`src/rtl/buff_pkg.sv`:
```
// Shared definitions for the buffer blocks.
// Holds the default depth/width and the helpers that size pointers and
// occupancy counters. Depths need not be powers of two.
package buff_pkg;

    localparam int DEF_NUMELEM = 8;
    localparam int DEF_BITDATA = 8;

    // Pointer width for a buffer of 'depth' entries (at least one bit).
    function automatic int ptr_width(input int depth);
        return (depth <= 2) ? 1 : $clog2(depth);
    endfunction

    // Occupancy counter width: must hold the value 'depth' itself.
    function automatic int cnt_width(input int depth);
        return $clog2(depth + 1);
    endfunction

endpackage

```
`src/rtl/buff_mem.sv`:
```
// Storage array for the buffer: DEPTH x WIDTH, one synchronous write port
// and one asynchronous (combinational) read port. No reset; contents persist
// across rst and flush.
//   clk   - write clock
//   we    - write enable
//   waddr - write address, wdata - write data
//   raddr - read address,  rdata - read data (combinational)
module buff_mem #(
    parameter int DEPTH = 8,
    parameter int WIDTH = 8,
    parameter int AW    = 3
) (
    input  logic             clk,
    input  logic             we,
    input  logic [AW-1:0]    waddr,
    input  logic [WIDTH-1:0] wdata,
    input  logic [AW-1:0]    raddr,
    output logic [WIDTH-1:0] rdata
);

    logic [WIDTH-1:0] mem [DEPTH];

    always_ff @(posedge clk) begin
        if (we) begin
            mem[waddr] <= wdata;
        end
    end

    assign rdata = mem[raddr];

endmodule

```
`src/rtl/flex_buff.sv`:
```
// Synchronous FIFO of arbitrary depth (2..256, not only powers of two).
// Pointers wrap explicitly at NUMELEM-1. Read data is combinational from the
// head entry. Overflow/underflow are sticky until flush or rst.
//   clk, rst (async, active-high), flush (sync clear)
//   push, pu_din, pu_rdy       - write side
//   pop, po_dout, po_vld       - read side
//   cnt                        - occupancy
//   full, empty, afull, aempty - status from registered cnt
//   ovf, udf                   - sticky error flags
module flex_buff
    import buff_pkg::*;
#(
    parameter int NUMELEM   = DEF_NUMELEM,
    parameter int BITDATA   = DEF_BITDATA,
    parameter int AFULL_TH  = NUMELEM - 1,
    parameter int AEMPTY_TH = 1
) (
    input  logic                            clk,
    input  logic                            rst,
    input  logic                            flush,
    input  logic                            push,
    input  logic [BITDATA-1:0]              pu_din,
    output logic                            pu_rdy,
    input  logic                            pop,
    output logic [BITDATA-1:0]              po_dout,
    output logic                            po_vld,
    output logic [cnt_width(NUMELEM)-1:0]   cnt,
    output logic                            full,
    output logic                            empty,
    output logic                            afull,
    output logic                            aempty,
    output logic                            ovf,
    output logic                            udf
);

    localparam int PW = ptr_width(NUMELEM);
    localparam int CW = cnt_width(NUMELEM);

    localparam logic [CW-1:0] FULL_C   = CW'(NUMELEM);
    localparam logic [CW-1:0] AFULL_C  = CW'(AFULL_TH);
    localparam logic [CW-1:0] AEMPTY_C = CW'(AEMPTY_TH);
    localparam logic [PW-1:0] LAST_P   = PW'(NUMELEM - 1);

    logic [PW-1:0] head;
    logic [PW-1:0] tail;
    logic          do_push;
    logic          do_pop;

    assign empty  = (cnt == '0);
    assign full   = (cnt == FULL_C);
    assign afull  = (cnt >= AFULL_C);
    assign aempty = (cnt <= AEMPTY_C);
    assign po_vld = ~empty;

    // A pop accepted in the same cycle frees a slot, so a full buffer can
    // still take a push. No bypass when empty: the pop is simply rejected.
    assign pu_rdy  = ~full | (pop & ~empty);
    assign do_pop  = pop & ~empty;
    assign do_push = push & pu_rdy;

    function automatic logic [PW-1:0] ptr_inc(input logic [PW-1:0] p);
        return (p == LAST_P) ? '0 : p + PW'(1);
    endfunction

    always_ff @(posedge clk or posedge rst) begin
        if (rst) begin
            head <= '0;
            tail <= '0;
            cnt  <= '0;
            ovf  <= 1'b0;
            udf  <= 1'b0;
        end else if (flush) begin
            head <= '0;
            tail <= '0;
            cnt  <= '0;
            ovf  <= 1'b0;
            udf  <= 1'b0;
        end else begin
            if (do_push) begin
                tail <= ptr_inc(tail);
            end
            if (do_pop) begin
                head <= ptr_inc(head);
            end
            case ({do_push, do_pop})
                2'b10:   cnt <= cnt + CW'(1);
                2'b01:   cnt <= cnt - CW'(1);
                default: cnt <= cnt;
            endcase
            if (push & ~pu_rdy) begin
                ovf <= 1'b1;
            end
            if (pop & empty) begin
                udf <= 1'b1;
            end
        end
    end

    buff_mem #(
        .DEPTH (NUMELEM),
        .WIDTH (BITDATA),
        .AW    (PW)
    ) u_mem (
        .clk   (clk),
        .we    (do_push & ~flush),
        .waddr (tail),
        .wdata (pu_din),
        .raddr (head),
        .rdata (po_dout)
    );

endmodule
```
`config.mk`:
```
export PLATFORM = sky130hd
export DESIGN_NAME = flex_buff
export DESIGN_NICKNAME = d
export VERILOG_FILES = /design/src/rtl/buff_pkg.sv /design/src/rtl/buff_mem.sv /design/src/rtl/flex_buff.sv
export SDC_FILE = /design/constraint.sdc
export NUM_CORES = 1
export LEC_CHECK = 0
export CELL_PAD_IN_SITES_DETAIL_PLACEMENT = 1
export CELL_PAD_IN_SITES_GLOBAL_PLACEMENT = 2
export CORE_ASPECT_RATIO = 0.5
export CORE_MARGIN = 2
export CORE_UTILIZATION = 41
export DETAILED_ROUTE_END_ITERATION = 12
export PLACE_DENSITY = 0.87
export SETUP_SLACK_MARGIN = 0.3
export SYNTH_ARGS = -nofsm -noshare
export SYNTH_HDL_FRONTEND = slang
export SYNTH_SLANG_ARGS = --single-unit
```
`constraint.sdc`:
```
create_clock -name clk -period 2.9 [get_ports clk]
set_clock_uncertainty 0.1 [all_clocks]
set_input_delay 0.58 -clock clk [delete_from_list [all_inputs] [get_ports clk]]
set_output_delay 0.58 -clock clk [all_outputs]
set_load 0.02 [all_outputs]
```
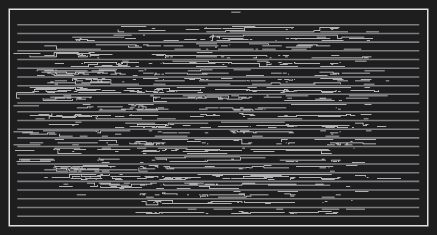
(the metal 1 layer)
Supply wires on this layer in grey.
share of all routed wire: 44%
nets with wire on the layer: 239
vias: 1888
WL final: 7260 µm

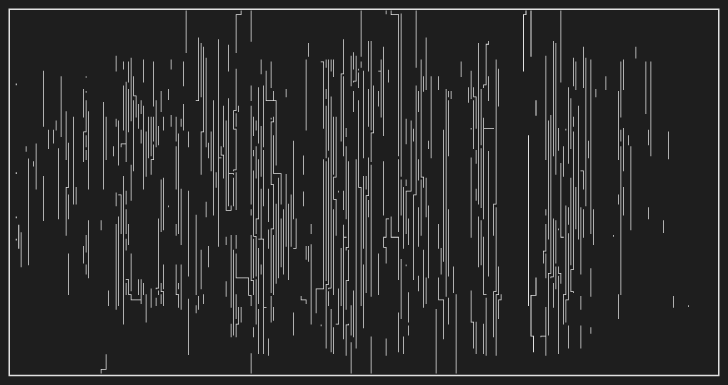
(met2 routing)
share of all routed wire: 50%
longest straight run: 38.1 µm
wire length on this layer: 3660 µm
main direction: vertical
GRT met2 Usage: 0.322

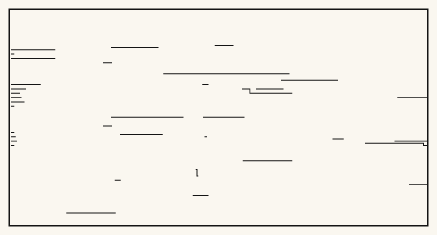
(M3 wires)
share of all routed wire: 4.1%
main direction: horizontal
longest straight run: 39.1 µm
nets with wire on the layer: 26

==> cells in the final DEF, fill, tap and decap left out, types with 2 or more instances in the layout <==
cell,n
edfxtp_1,64
clkdlybuf4s50_1,19
mux4_2,16
nor2_1,12
buf_4,12
nand2_1,11
a21oi_1,11
clkbuf_16,9
dfrtp_1,9
ha_1,7
mux2_4,5
buf_6,5
nand2b_1,4
nor3_1,4
or3_1,4
nand4b_1,4
buf_12,4
inv_2,3
mux2_2,3
dfrtp_2,3
buf_2,3
nor2b_1,2
o21ai_0,2
nand3_1,2
nor3_2,2
inv_6,2
clkinvlp_4,2
dlygate4sd2_1,2
==> routing by layer <==
metal	vias up	global-route usage
li1	860	-
met1	970	0.234
met2	46	0.322
met3	12	0.0444
met4	0	0.0638
met5	-	0
==> cell type report <==
class	count	area [µm²]
inverters	5	21.3
flip-flops and latches	76	2230
clock buffers	9	225
well taps	108	135
multi-input cells	104	1020
fillers	702	3300
clock inverters	7	75.1
repair buffers	49	510
==> stage by stage <==
step	power, mW	utilization	area [µm²]	std cells
after detailed placement	2.08	0.505	3800	338
after floorplan	1.80	-	3280	196
after CTS	3.28	0.558	4190	358
final	3.26	0.560	4210	358
after global routing	3.40	0.560	4210	358
after global placement	2.06	0.505	3800	338
==> flip-flops by register name, indices dropped and copies added (netlist names) <==
| register | count |
|---|---|
| head | 3 |
| u_mem.mem | 64 |
| tail | 3 |
| udf | 1 |
| cnt | 4 |
| ovf | 1 |
==> critical path, delay by kind of cell (launching register included) <==
| kind | cells | cell delay [ns] |
|---|---|---|
| buffers and inverters | 3 | 0.40 |
| muxes | 2 | 0.76 |
| DFF | 1 | 0.43 |
==> what timing repair did <==
item,4_1_cts,5_1_grt
gates cloned,1,0
setup buffers,3,0
endpoints found under the setup margin,12,10
gates resized,60,6
endpoints found under the hold margin,0,0
==> CHANGELOG.md <==
## Flow update

- Run status: completed
- Max-area cell share: 0.587
- Setup TNS: 0 ns
- Unrepaired setup endpoints after global routing: true
- Total Nets Final: 266
- Die width: 130 µm
- Largest Pwr Group: sequential cells
- DRC Markers: 0
- Dpl hpwl: 4580 µm
- CP endpoint kind: output pin
- Internal power of the cells: 2.36 mW
- Metal2 WL: 3660 µm
- Required time worst endpoint: 2.22 ns
- Post-cts hold buffer count: 0
- Max Cap Viol: 0
- Cell area leaders: edfxtp_1, mux4_2, dfrtp_1, ha_1, mux2_2
- DRT iter0 DRCs: 103
- Final setup slack of the worst path: 0.301 ns
- Routed wire per std cell: 20.3 µm
- Worst R2R Start: cnt[0]$_DFFE_PP0P_
- # setup viols final: 0
- Combinational share of power: 0.270
- Place WS: 0.190 ns
- CP cell instances: buf_12, buf_12, mux4_2, mux2_4, buf_6
- Worst Hold End: ovf$_DFFE_PP0P_
- Log Warnings: 32
- Max-Slew Margin vs Limit: 0.608
- Top cell type by total area after synthesis: edfxtp_1
- Drt via density: 5.27
- Crit path kind: reg2out
- Syn Area/Cell: 16.7 µm²
- Sequential logic power: 1.28 mW
- Worst r2r dst: u_mem.mem[0][4]$_DFFE_PP_
- Core Density at Floorplan: 0.435
- Sinks on the clock net: 76
- Worst slew pin tran: 0.589 ns
- Die Height: 67.2 µm
- GRT Util Overall: 0.185
- Worst vdd ir: 0.000387 V
- Fin crit period: 2.60 ns
- Layout area overhead: 28.7%
- Mux frac, synth: 0.144
- Xor and xnor area share after synthesis: 0.00268
- Cts bufs inserted: 9
- Synth Area in Compound Gates: 0.0329
- Cell mode on critical path: buf_12
- Synth top cell by count: edfxtp_1
- Clk power: 1.10 mW
- Mapped Area: 3270 µm²
- Num rows: 22
- Fmax: 385 MHz
- Simple share: 0.0849
- Critical path launch point: head[0]$_DFFE_PP0P_
- Highest metal used: met4
Power is estimated from default activity; no workload was simulated.
